Design regfile_writeback, sky130hd; sources not shown.
run_1/layer_met1.png
Bar = 50 µm. Supply wires on this layer in grey.
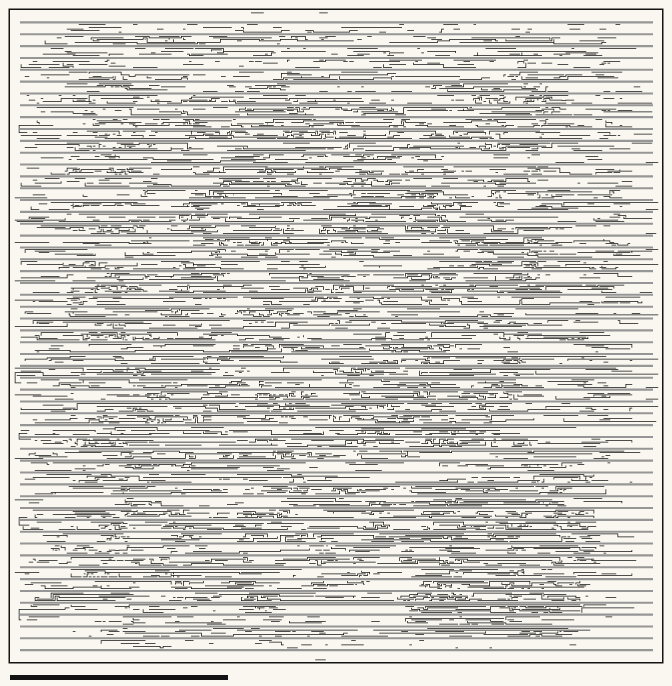
The wires run mostly horizontal. The layer carries 15,400 µm of wire. The layer holds 43% of the routed length. The longest straight run is 104 µm.
total wirelength of the detailed-routed design: 35,640 µm
total via count after detailed routing: 10,050

run_1/layer_met2.png
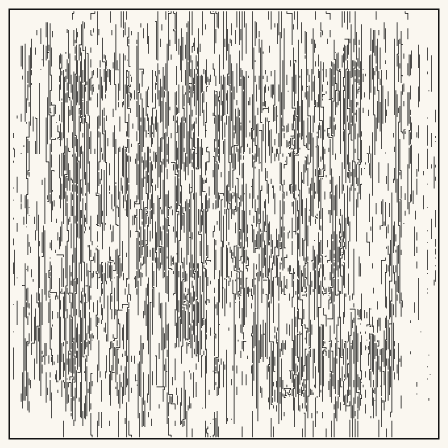
The longest straight run is 66.8 µm. The layer holds 46% of the routed length. The wires run mostly vertical. The layer carries 16,300 µm of wire.
met2 Resource Use GR: 49.54%

run_1/layer_met3.png
Bar = 50 µm. Cells faint in the background.
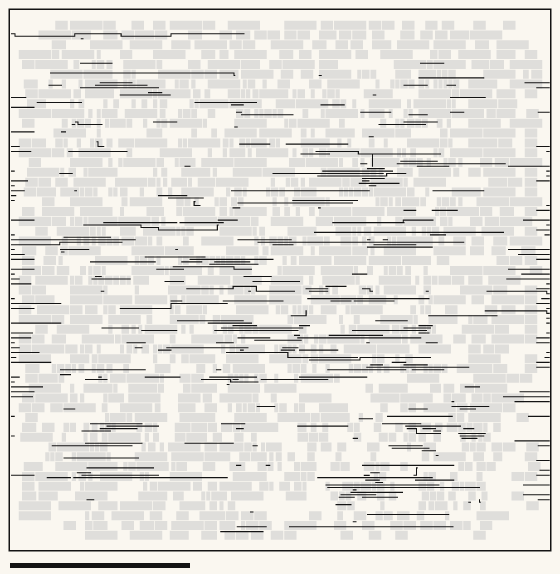
The layer holds 8.5% of the routed length. The wires run mostly horizontal. The longest straight run is 57.0 µm. 196 nets have wire on it.
grt met3 use: 5.640%

==> summary.rpt, run 1 <==
======================================================================================
Result of the run                                                            completed
Clock net power                                                                1520 µW
Input/output buffers                                                               164
Layout cell share with drive strength beyond 1                                  16.28%
Global-route congestion overflow total                                               0
Detailed-route wire length per cell                                           22.77 µm
Post-route design area                                                      14,270 µm²
Count of non-filler cells in the finished layout                                 1,565
Seq/Total Area, Yosys                                                           46.50%
Sequential cell count                                                              221
Final cycle utilization of the critical path                                    80.68%
Unique masters post-synth                                                           50
Initial antenna violation count                                                      0
Critical-path top delay cell                                                   dfrtp_4
Critical Path Sink Type                                                     output pin
Clock latency on the worst-skew pair                                           0.52 ns
Chip Area, Yosys                                                            11,890 µm²
# rows                                                                              53
Dominant non-sequential cell family after synthesis                       simple AND/OR/NAND/NOR gates
Total count of hold-check failures in the final report                               0
Maximum clock path buffer count                                                      3
Largest stage delay on the critical path                                       1.01 ns
Setup repair after global routing missed its margin                                 no
Synth warnings                                                                       6
Clock root buffer                                                            clkbuf_16
Vias/cell                                                                        6.420
Most frequent cells in the layout                                         nand2_1 (294), dfrtp_1 (219), clkdlybuf4s50_1 (164)
VDD IR-drop max                                                               426.5 µV
Layout Nets                                                                      1,364
Count of final max-slew check failures                                               0
Post-cts gate resize count                                                           0
Met1 Use GR                                                                     45.99%
Pwr dens                                                                  758.5 nW/µm²
Half-perimeter wire length after placement                                   21,440 µm
Hold slack                                                                   0.3950 ns
CTS tree                                                                         built
Number of buffers created by CTS                                                    25
Weighted congestion reported at the end of routability-driven placement         0.9148
Fraction of power consumed by sequential logic                                   28.5%
WS Path Type                                                              flop to output pin
Fraction of area in multi-input gates                                           40.21%
Antenna Diode Count                                                                  0
Post-layout minimum cycle time                                                4.679 ns
Post-synth design cell area                                                 11,890 µm²
Clock transition at path regs                                                  0.06 ns
Non-clock buffering overhead in the final layout                                12.78%
Global-route wire length before repair                                       56,200 µm
Tapcell Cnt                                                                        275
Worst EP required                                                              5.17 ns
Fraction of synthesized cell area in xor and xnor cells                        0.6523%
Final core utilization                                                          68.12%
Number of gates on the worst path with buffers counted                               9
Reported net switching power                                                   5026 µW
Area of combinational cells with multiple inputs                              5741 µm²
Synthesized-area fraction occupied by and/or/nand/nor cells                     20.88%
Highest-utilization routing layer at the global route stage                       met2
Leakage power of the design                                                0.005831 µW
Adder share                                                                     1.389%
======================================================================================
run_1/layer_met4.png
Supply wires on this layer in grey.
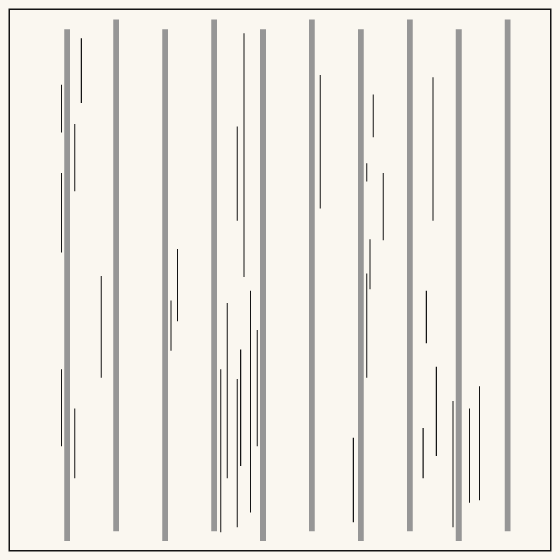

==> run 1 -> run 2 <==
==> constraint.sdc (replaced) <==
create_clock -name CLK -period 4.6 [get_ports CLK]
set_clock_uncertainty 0.05 [all_clocks]
set_input_delay 0.46 -clock CLK [delete_from_list [all_inputs] [get_ports CLK]]
set_output_delay 0.46 -clock CLK [all_outputs]
set_load 0.05 [all_outputs]
run_2/layer_met4.png
Supply wires on this layer in grey.
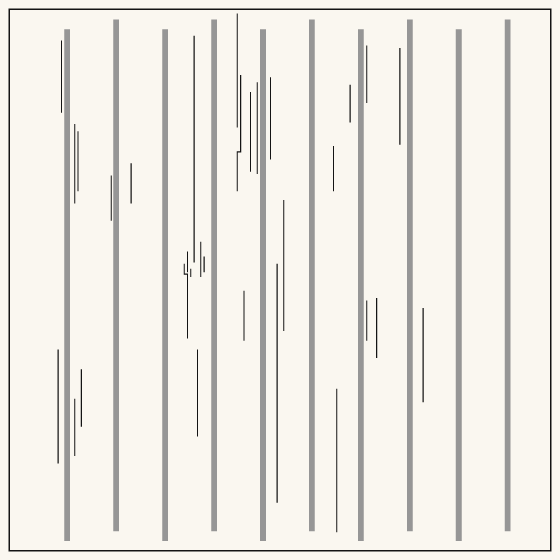
The layer carries 678 µm of wire. The longest straight run is 66.0 µm. The layer holds 1.9% of the routed length.
total wirelength of the detailed-routed design: 35,850 µm
total via count after detailed routing: 10,130

==> run 2 against run 1 <==
Net effect:
- count of clock-buffer cells in the layout up 2
- final cell count up 0.51%
- register-to-register slack worse by 0.81 ns
- clock power up 41%
- worst setup slack worse by 0.78 ns
- via count up 0.78%
- global-route usage up 0.83 points
- first-iteration DRC count up 15%
- routed wire length up 0.60%
- hold slack better by 0.059 ns
- non-clock buffer count up 4
==> summary.rpt, run 2 <==
======================================================================================
Cell count after synthesis                                                       1,181
Vias in the first global route                                                  10,280
Detailed-route wire length per cell                                           22.79 µm
Non-clock buffering overhead in the final layout                                12.46%
Final core utilization                                                          68.52%
Worst EP required                                                              4.09 ns
Setup repair after global routing missed its margin                                 no
Initial antenna violation count                                                      0
Hold slack                                                                   0.4539 ns
Layout Nets                                                                      1,368
Pwr dens                                                                  965.1 nW/µm²
Dominant non-sequential cell family after synthesis                       simple AND/OR/NAND/NOR gates
WS Path Type                                                              flop to output pin
Count of final max-slew check failures                                               0
Most frequent cells in the layout                                         nand2_1 (294), dfrtp_1 (219), clkdlybuf4s50_1 (164)
Total count of hold-check failures in the final report                               0
Critical Path Sink Type                                                     output pin
Chip Area, Yosys                                                            11,890 µm²
Clock net power                                                                2140 µW
Met2 Resource Use GR                                                            52.27%
Fraction of area in multi-input gates                                           39.98%
Layout cell share with drive strength beyond 1                                  16.87%
Number of storage elements in the synthesis netlist                                221
Post-cts gate resize count                                                           0
Largest stage delay on the critical path                                       0.71 ns
Global-route wire length before repair                                       57,330 µm
VDD IR-drop max                                                               589.4 µV
Area of combinational cells with multiple inputs                              5741 µm²
Dominant class by area                                                    multi-input combinational cells
Half-perimeter wire length after placement                                   21,930 µm
CTS tree                                                                         built
Tapcell Cnt                                                                        275
Clock latency on the worst-skew pair                                           0.53 ns
Input/output buffers                                                               164
Post-synth design cell area                                                 11,890 µm²
Post-CTS Repair Setup Buffers                                                        0
Final cycle utilization of the critical path                                    92.52%
Highest-utilization routing layer at the global route stage                       met2
Antenna Diode Count                                                                  0
Fraction of power consumed by sequential logic                                   27.6%
Global-route congestion overflow total                                               0
Critical-path top delay cell                                              clkdlybuf4s50_1
Synth warnings                                                                       6
Post-route design area                                                      14,360 µm²
Seq/Total Area, Yosys                                                           46.50%
Maximum clock path buffer count                                                      3
Number of gates on the worst path with buffers counted                               9
Clock network contribution to total cell area                                   6.248%
Post-layout minimum cycle time                                                4.256 ns
Synthesized-area fraction occupied by and/or/nand/nor cells                     20.88%
Grt met3 use                                                                    4.634%
# rows                                                                              53
Met1 Use GR                                                                     47.11%
Critical path cell sequence                                               xnor2_1, inv_1, ha_1, a21oi_1, or2_2, or3b_1, o32ai_1, or4_1, clkdlybuf4s50_1
Unique masters post-synth                                                           50
Sequential cell count                                                              221
Clock root buffer                                                            clkbuf_16
Weighted congestion reported at the end of routability-driven placement         0.9427
Leakage power of the design                                                0.005879 µW
Fraction of synthesized cell area in xor and xnor cells                        0.6523%
Vias/cell                                                                        6.437
Max Freq                                                                    0.2350 GHz
Internal portion of total power                                                7521 µW
Adder share                                                                     1.389%
Result of the run                                                            completed
Reported net switching power                                                   6337 µW
Count of non-filler cells in the finished layout                                 1,573
Number of buffers created by CTS                                                    25
Clock transition at path regs                                                  0.06 ns
======================================================================================
Power figures rest on the tool's default switching activity, not on a simulated workload.
